**Placed standard cells**

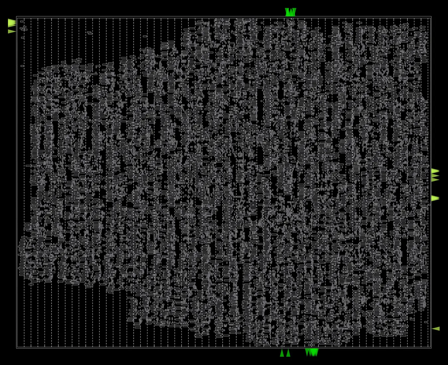
**Met4 routing**

(1 px per um) Supply wires on this layer in gray.
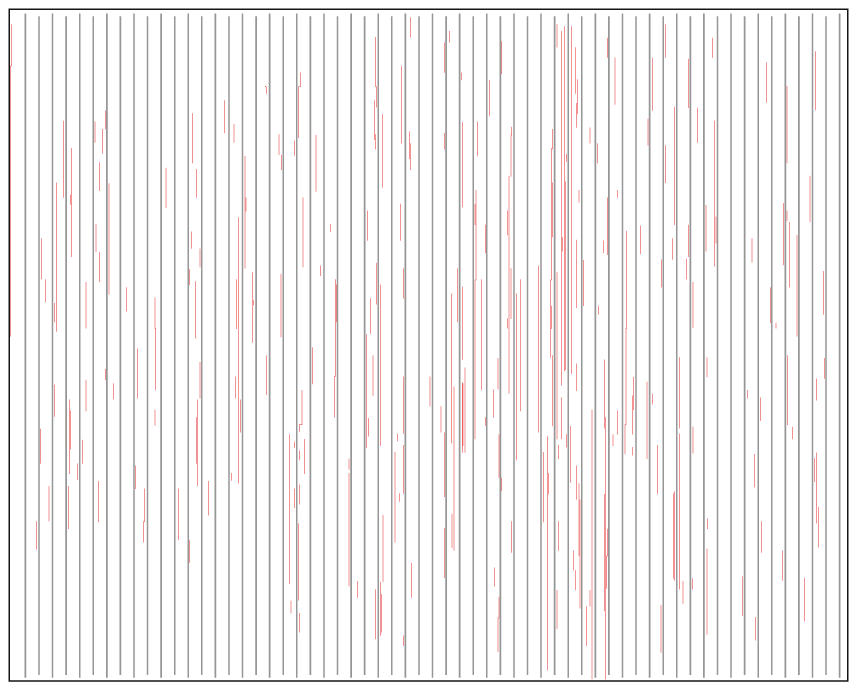
**Met3 routing**

(1 px per um)
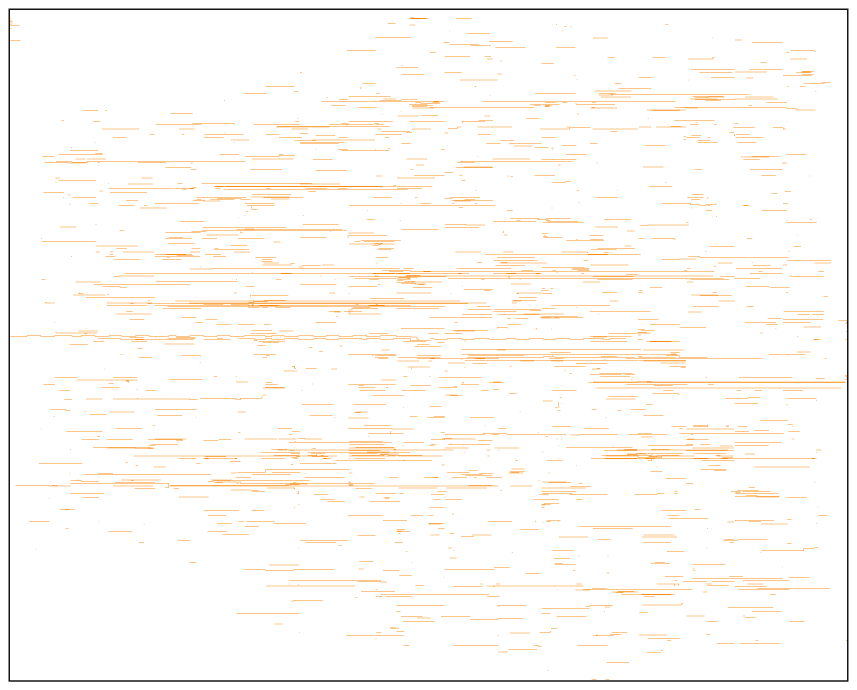
==> config.mk <==
export PLATFORM = sky130hd
export DESIGN_NAME = fifo_fwft_flat
export DESIGN_NICKNAME = d
export VERILOG_FILES = /design/src/rtl/fifo_fwft_if.sv /design/src/rtl/fifo_fwft.sv /design/src/flat_wrapper.sv
export SDC_FILE = /design/constraint.sdc
export NUM_CORES = 2
export LEC_CHECK = 0
export ABC_AREA = 1
export CELL_PAD_IN_SITES_DETAIL_PLACEMENT = 1
export CELL_PAD_IN_SITES_GLOBAL_PLACEMENT = 1
export CORE_ASPECT_RATIO = 0.8
export CORE_MARGIN = 1.5
export CORE_UTILIZATION = 30
export CTS_BUF_LIST = sky130_fd_sc_hd__clkbuf_16
export DETAILED_ROUTE_END_ITERATION = 16
export GPL_TIMING_DRIVEN = 1
export HOLD_SLACK_MARGIN = 0.15
export PLACE_DENSITY_LB_ADDON = 0.1
export SYNTH_ARGS = -nofsm -noshare
export SYNTH_HDL_FRONTEND = slang
export SYNTH_SLANG_ARGS = --single-unit
export TNS_END_PERCENT = 100
==> constraint.sdc <==
create_clock -name clk -period 6.6 [get_ports clk]
set_input_delay 1.32 -clock clk [delete_from_list [all_inputs] [get_ports clk]]
set_output_delay 1.32 -clock clk [all_outputs]
set_load 0.005 [all_outputs]
==> results.json <==
{
  "grt_antenna_before_repair": 42,
  "ant_nets": 0,
  "rsz0062_at_grt": "false",
  "cp_top_family": "buffers and inverters",
  "ff2ff_setup_slack_ns": 1.39,
  "holdCritPathClass": "flip-flop to flip-flop",
  "crit_slowest_cell": "clkdlybuf4s50_1",
  "xor_area_share_pct": 0.0525,
  "maxSlewHeadroom_pct": 7.73,
  "dpl-instance-area_um2": 176000,
  "synthTopCellsByArea": "edfxtp_1 74%, nand3_1 12%, nand2_1 9.5%, clkbuf_1 2.0%, nor2_1 1.2%",
  "hold_depth": 1,
  "cts_tree": "done",
  "num-nonclk-buffers": 287,
  "floorplan.die_area_um2": 561000,
  "dp_slack_ns": 1.02,
  "num-nonclk-inverters": 65,
  "viasPerCell": 5.11,
  "status": "finished clean",
  "crit_path_max_incr_delay_ns": 0.61,
  "place.gp.congestion": 0.836,
  "largestClassByArea": "sequential cells",
  "warning_count": 150,
  "grt_overflow": 0,
  "n_clock_buffer": 450,
  "drive_gt1_share_pct": 6.59,
  "die_y_um": 670,
  "peakVddDrop_uv": 243,
  "antenna_cells": 8,
  "ctsHoldBuffers": 0,
  "numPortBuffers": 36,
  "simple_gate_share_pct": 23.2,
  "power_leader": "sequential cells",
  "regArea_um2": 124000,
  "ys_cells": 14171,
  "comb_power_share_pct": 11.0,
  "pwr-share-seq_pct": 48.0,
  "p_comb_uw": 6630,
  "htreeDepth": 5,
  "grt_pass1_wl_um": 867000,
  "fin_tns_setup_ns": 0,
  "internal_power_uw": 44300,
  "setup.worst_path.class": "flip-flop to output pin",
  "core_um2": 553000,
  "drt-met1-wl_um": 289000
}
-- 'placed standard cells' (at the start) --
tap cells: 7,380
filler cell count: 59,092

-- 'met4 routing' (at the start) --
wire length on this layer: 14,700 um
nets with wire on the layer: 100
main direction: vertical
WL final: 610,000 um
DR vias: 110,621

-- 'met3 routing' (at the start) --
longest straight run: 337 um
wire length on this layer: 33.6 mm
main direction: horizontal
met3 Use GR: 3.04%

Power figures rest on the tool's default switching activity, not on a simulated workload.
